### config.mk
export PLATFORM = sky130hd
export DESIGN_NAME = rom_boot_copier
export DESIGN_NICKNAME = d
export VERILOG_FILES = /design/src/rtl/rom_boot_copier_pkg.sv /design/src/rtl/tlul_pkg.sv /design/src/rtl/rom_boot_copier.sv
export SDC_FILE = /design/constraint.sdc
export NUM_CORES = 1
export LEC_CHECK = 0
export CORE_ASPECT_RATIO = 1.25
export CORE_MARGIN = 2
export CORE_UTILIZATION = 42
export CTS_BUF_LIST = sky130_fd_sc_hd__clkbuf_4 sky130_fd_sc_hd__clkbuf_8 sky130_fd_sc_hd__clkbuf_16
export DETAILED_ROUTE_END_ITERATION = 12
export PLACE_DENSITY = 0.81
export SLEW_MARGIN = 10
export SYNTH_ARGS = -nofsm -noshare
export SYNTH_HDL_FRONTEND = slang
export SYNTH_SLANG_ARGS = --single-unit
### constraint.sdc
create_clock -name clk_i -period 2.35 [get_ports clk_i]
set_input_delay 0.5875 -clock clk_i [delete_from_list [all_inputs] [get_ports clk_i]]
set_output_delay 0.5875 -clock clk_i [all_outputs]
set_load 0.02 [all_outputs]
### src/rtl/rom_boot_copier_pkg.sv
// Shared types for the boot ROM copier: FSM states, TL-UL opcodes and the
// checksum rotate helper.
package rom_boot_copier_pkg;

  typedef enum logic [2:0] {
    ST_IDLE,
    ST_RD_REQ,
    ST_RD_RSP,
    ST_WR_REQ,
    ST_WR_RSP,
    ST_DONE,
    ST_ERR
  } boot_state_e;

  localparam logic [2:0] OpGet           = 3'd4;
  localparam logic [2:0] OpPutFullData   = 3'd0;
  localparam logic [2:0] OpAccessAck     = 3'd0;
  localparam logic [2:0] OpAccessAckData = 3'd1;

  function automatic logic [31:0] rotl1(input logic [31:0] v);
    return {v[30:0], v[31]};
  endfunction

endpackage

### src/rtl/tlul_pkg.sv
// Minimal TL-UL channel types (32-bit data bus) shared by hosts and devices.
package tlul_pkg;

  typedef struct packed {
    logic        a_valid;
    logic [2:0]  a_opcode;
    logic [2:0]  a_param;
    logic [1:0]  a_size;
    logic [7:0]  a_source;
    logic [31:0] a_address;
    logic [3:0]  a_mask;
    logic [31:0] a_data;
    logic        d_ready;
  } tlul_h2d_t;

  typedef struct packed {
    logic        d_valid;
    logic [2:0]  d_opcode;
    logic [2:0]  d_param;
    logic [1:0]  d_size;
    logic [7:0]  d_source;
    logic        d_sink;
    logic [31:0] d_data;
    logic        d_error;
    logic        a_ready;
  } tlul_d2h_t;

endpackage

### src/rtl/rom_boot_copier.sv
// TL-UL host that copies NumWords words from boot ROM to RAM, then releases the core.
// Optional running checksum output enabled with `define BOOT_COPY_CHECKSUM_EN.
module rom_boot_copier
  import rom_boot_copier_pkg::*;
#(
  parameter logic [31:0] SrcBase   = 32'h0001_0000,
  parameter logic [31:0] DstBase   = 32'h2000_0000,
  parameter int unsigned NumWords  = 256,
  parameter bit          AutoStart = 1'b1
) (
  input  logic                clk_i,
  input  logic                rst_ni,
  input  logic                start_i,
  output tlul_pkg::tlul_h2d_t tl_h_o,
  input  tlul_pkg::tlul_d2h_t tl_h_i,
  output logic                busy_o,
  output logic                done_o,
  output logic                err_o,
  output logic                core_rst_no
`ifdef BOOT_COPY_CHECKSUM_EN
  ,
  output logic [31:0]         checksum_o
`endif
);

  localparam logic [15:0] LastIdx = 16'(NumWords - 1);

  boot_state_e state_q, state_d;
  logic [15:0] cnt_q, cnt_d;
  logic [31:0] data_q, data_d;
  logic        done_q, err_q;
  logic        restart;
  logic        rd_accept;
  logic [31:0] word_off;

  assign word_off  = {14'd0, cnt_q, 2'b00};
  assign rd_accept = (state_q == ST_RD_RSP) && tl_h_i.d_valid && !tl_h_i.d_error;

  always_ff @(posedge clk_i or negedge rst_ni) begin
    if (!rst_ni) begin
      state_q <= ST_IDLE;
      cnt_q   <= '0;
      data_q  <= '0;
      done_q  <= 1'b0;
      err_q   <= 1'b0;
    end else begin
      state_q <= state_d;
      cnt_q   <= cnt_d;
      data_q  <= data_d;
      done_q  <= (state_d == ST_DONE);
      err_q   <= (state_d == ST_ERR);
    end
  end

  always_comb begin
    state_d = state_q;
    cnt_d   = cnt_q;
    data_d  = data_q;
    restart = 1'b0;
    unique case (state_q)
      ST_IDLE: begin
        // IDLE is only reachable from reset, so AutoStart fires exactly once.
        if (start_i || AutoStart) begin
          state_d = ST_RD_REQ;
          cnt_d   = '0;
          restart = 1'b1;
        end
      end
      ST_RD_REQ: if (tl_h_i.a_ready) state_d = ST_RD_RSP;
      ST_RD_RSP: begin
        if (tl_h_i.d_valid) begin
          if (tl_h_i.d_error) begin
            state_d = ST_ERR;
          end else begin
            data_d  = tl_h_i.d_data;
            state_d = ST_WR_REQ;
          end
        end
      end
      ST_WR_REQ: if (tl_h_i.a_ready) state_d = ST_WR_RSP;
      ST_WR_RSP: begin
        if (tl_h_i.d_valid) begin
          if (tl_h_i.d_error) begin
            state_d = ST_ERR;
          end else begin
            cnt_d   = cnt_q + 16'd1;
            state_d = (cnt_q == LastIdx) ? ST_DONE : ST_RD_REQ;
          end
        end
      end
      ST_DONE, ST_ERR: begin
        if (start_i) begin
          state_d = ST_RD_REQ;
          cnt_d   = '0;
          restart = 1'b1;
        end
      end
      default: state_d = ST_IDLE;
    endcase
  end

  // Request fields depend only on registered state, so they hold while a_ready is low.
  always_comb begin
    tl_h_o         = '0;
    tl_h_o.d_ready = 1'b1;
    tl_h_o.a_size  = 2'd2;
    tl_h_o.a_mask  = 4'hF;
    if (state_q == ST_RD_REQ) begin
      tl_h_o.a_valid   = 1'b1;
      tl_h_o.a_opcode  = OpGet;
      tl_h_o.a_address = SrcBase + word_off;
    end else if (state_q == ST_WR_REQ) begin
      tl_h_o.a_valid   = 1'b1;
      tl_h_o.a_opcode  = OpPutFullData;
      tl_h_o.a_address = DstBase + word_off;
      tl_h_o.a_data    = data_q;
    end
  end

  assign busy_o      = (state_q == ST_RD_REQ) || (state_q == ST_RD_RSP) ||
                       (state_q == ST_WR_REQ) || (state_q == ST_WR_RSP);
  assign done_o      = done_q;
  assign err_o       = err_q;
  assign core_rst_no = done_q;

`ifdef BOOT_COPY_CHECKSUM_EN
  logic [31:0] csum_q, csum_d;

  always_ff @(posedge clk_i or negedge rst_ni) begin
    if (!rst_ni) csum_q <= '0;
    else         csum_q <= csum_d;
  end

  always_comb begin
    csum_d = csum_q;
    if (restart)        csum_d = '0;
    else if (rd_accept) csum_d = rotl1(csum_q) ^ tl_h_i.d_data;
  end

  assign checksum_o = csum_q;
`endif

  // Response metadata is not needed: one outstanding transaction identifies it.
  logic unused_tl;
  assign unused_tl = ^{tl_h_i.d_param, tl_h_i.d_size, tl_h_i.d_source, tl_h_i.d_sink,
                       tl_h_i.d_opcode == OpAccessAck, tl_h_i.d_opcode == OpAccessAckData,
                       rd_accept, restart};

endmodule

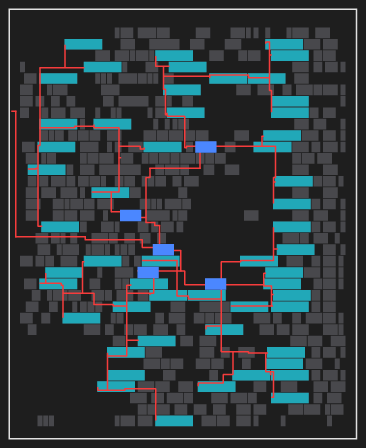
Fig. 1. Clock network drawn from the DEF.
clock wires: shown in red, length 633 um. clock drivers: shown in blue, count 5. flip-flops: shown in cyan, count 53.
There are 6 routed clock nets. Position of the flops: all over the die.

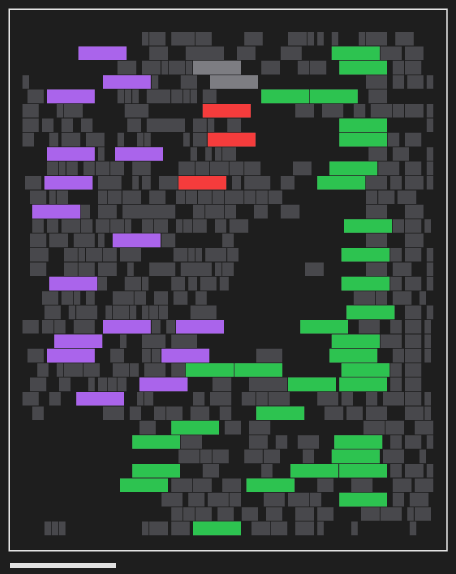
Fig. 2. Sequential cells colored by netlist name.
Bar = 20 um. Other sequential cells in the stronger gray, the rest of the logic in the fainter gray.
`data_q`: shown in green, sequential cells 32. `cnt_q`: shown in purple, sequential cells 16. `state_q`: shown in red, sequential cells 3.
Another 2 sequential cells are not colored.
P_seq: 1.35 mW
Seq/total area: 31.1%
Finished Core Util: 57.6%

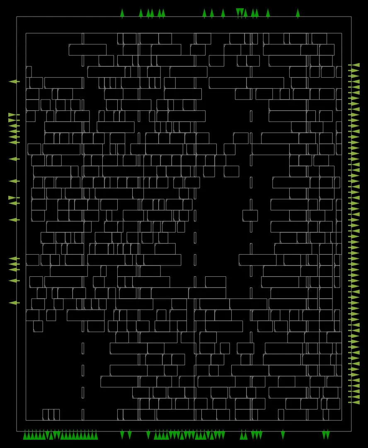
Fig. 3. Cell outlines without signal wires.
Fillers: 672
Final Non-Filler Cells: 510

==> impl_metrics.py <==
# Auto-generated metrics
metrics = {
    "cells_and_area": {
        "nNetsFinal": 475,
        "areaGrowthSynthToFinish_pct": 32.1,
        "regArea_um2": 1330,
        "comb_area_um2": 1630,
        "stdcell_area_um2": 4260,
    },
    "route": {
        "drtAntennaViolNets": 0,
        "vias_per_cell": 5.10,
    },
    "timing": {
        "max_freq_mhz": 449,
        "setup_viol_count_final": 0,
        "period_minus_slack_ns": 2.23,
        "worstMarginPinSlew_ns": 0.608,
        "hold_violations": 0,
        "timing.setup.tns_ns": 0,
    },
    "placed_design": {
        "place_congestion": 0.880,
        "io_buffers": 93,
        "dpl.hpwl_um": 5620,
    },
    "synthesis": {
        "synth.avg_cell_area_um2": 10.2,
        "topCellsByArea": "dfrtp_1 (41%), mux2_1 (10%), and2_1 (9.1%)",
        "async_flop_share_pct": 100,
        "yosysMostFrequentCell": "dfrtp_1",
        "yosys_cells": 317,
        "seq_area_frac_synth_pct": 41.1,
        "top_cell_area_share_pct": 41.1,
        "netlist_instances": 317,
        "ys_ff": 53,
        "syn_area_um2": 3230,
    },
    "power": {
        "fin_total_pwr_mw": 3.87,
        "peakVddDrop_mv": 0.441,
        "p_leak_nw": 2.11,
    },
    "die": {
        "die-area_um2": 8400,
        "rows": 35,
        "die_h_um": 102,
        "core_area_um2": 7400,
    },
    "grt": {
        "grt_overflow": 0,
        "grt_pass1_vias": 2532,
        "antenna_found_initial": 0,
    },
    "clocking": {
        "cts_inserted_buffers": 5,
        "ctsHtreeMaxLevel": 2,
        "clk_pin_slew_ns": 0.10,
        "cts_tree": "built",
        "cts_setup_buffers": 0,
        "clockBufferDepth": 2,
    },
    "setup_path": {
        "cpMaxStageDelayCell": "dfrtp_1",
        "cp-end-kind": "output port",
        "cpPeakStageDelay_ns": 0.40,
    },
    "job": {
        "log.warning_count": 44,
    },
    "outcome": {
        "status": "completed",
    },
    "worst_hold_path": {
        "hp-class": "in2async",
    },
}
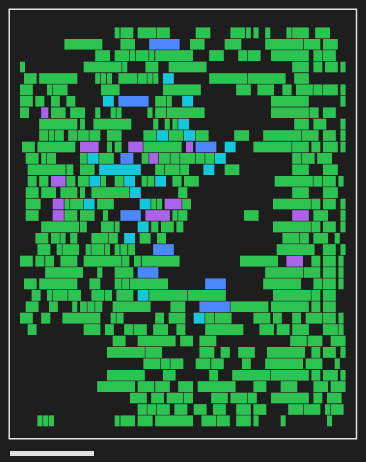
Fig. 4. Drive-strength map.
Bar = 20 um.
_0 and _1 cells: shown in green, cells 376, share 90%. _3 and _4 cells: shown in cyan, cells 21, share 5.0%. _6 and larger: shown in blue, cells 9, share 2.2%. _2 cells: shown in purple, cells 12, share 2.9%.

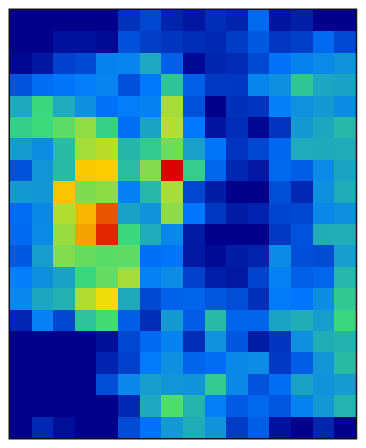
Fig. 5. Signal metal coverage by tile.
The die is cut into 16 by 20 equal tiles; dark blue is low, red is high, scaled to the fullest tile. Values are wire area over tile area, all layers added.
10% of the tiles are over half the peak. The emptiest ninth of the die: bottom left. The mean over all tiles is 0.14. The fullest tile reaches 0.55. 13% of the tiles are nearly empty. The densest ninth of the die: left middle.
total wire length: 7280 um
wire per inst: 14.3 um
GRT Total Usage: 17.8%
Via Count: 2,600

## path summary, 6_finish.rpt
check	start	end	slack, ns	cells past startpoint
setup / recovery	state_q[2]	tl_h_o[3]	0.12	4
hold / removal	rst_ni	cnt_q[11]	0.28	1
setup reg to reg	cnt_q[8]	err_o	0.50	4
hold reg to reg	data_q[20]	data_q[20]	0.48	1
max in group asynchronous	rst_ni	data_q[24]	1.50	2
min in group clk_i	data_q[20]	data_q[20]	0.48	1
## cell type report
class,instances,share of cell area [%]
Sequential cell,53,31.1
Tap cell,92,2.70
Inverter,9,0.792
Timing Repair Buffer,115,25.1
Multi-Input combinational cell,233,38.2
Clock inverter,3,0.499
Clock buffer,5,1.61
## repair_timing
item,4_1_cts,5_1_grt
gates resized,51,2
hold buffers,0,0
endpoints found under the setup margin,51,2
## critical path: cells and delay by family (launching register included)
family	cells	cell delay, ns
flip-flops	1	0.40
buffers and inverters	2	0.54
AND/OR/NAND/NOR	2	0.39
## per-stage QoR
stage / hold WS (ns) / worst slack, ns / utilization, %
2_1_floorplan: 0.292 / 0.229 / -
3_3_place_gp: 0.459 / -0.00132 / 57.2
3_5_place_dp: 0.466 / -0.00721 / 57.2
4_1_cts: 0.291 / 0.0182 / 57.6
5_1_grt: 0.320 / 0.00262 / 57.6
6_report: 0.280 / 0.124 / 57.6
## registers in the layout, indices dropped and copies added (netlist names)
name / flops
data_q: 32
cnt_q: 16
state_q: 3
core_rst_no: 1
err_o: 1
## layer usage
metal / vias to the layer above / GRT usage, % / part of all wire [%]
met2: 111 / 34.4 / 54
met5: - / 0 / 0
met4: 0 / 4.36 / 0.60
li1: 1229 / - / -
met1: 1254 / 19.5 / 39
met3: 6 / 3.27 / 6.4
## power by group
| part | internal [mW] | switching, mW |
|---|---|---|
| Combinational | 0.876 | 1.13 |
| Sequential | 1.22 | 0.135 |
| Clock | 0.212 | 0.305 |
| Total | 2.30 | 1.57 |
## cell families after synthesis
kind of cell / count (synthesis) / share of synthesized area [%]
AND-OR/OR-AND: 36 / 9.66
XOR/XNOR: 4 / 1.32
adder cells (fa/ha/maj): 3 / 1.16
buffers and inverters: 63 / 12.1
flip-flops: 53 / 41.1
multiplexers: 42 / 14.3
other: 2 / 0.233
AND/OR/NAND/NOR: 114 / 20.2
## cells in the final DEF (no fill, tap or decap), types with 4 or more instances in the layout
master,Yosys,final
conb_1,2,34
o2111ai_1,5,5
o21ai_1,4,4
mux2_1,30,30
nand3_1,10,10
dlygate4sd2_1,0,50
a211oi_1,5,5
dfrtp_1,53,53
and2_1,47,47
a2111o_1,7,7
inv_1,9,9
buf_4,38,19
mux2i_1,10,10
clkdlybuf4s50_1,0,40
nand2b_1,7,7
clkbuf_8,0,5
nand2_1,27,27
Power and IR drop assume default switching activity.
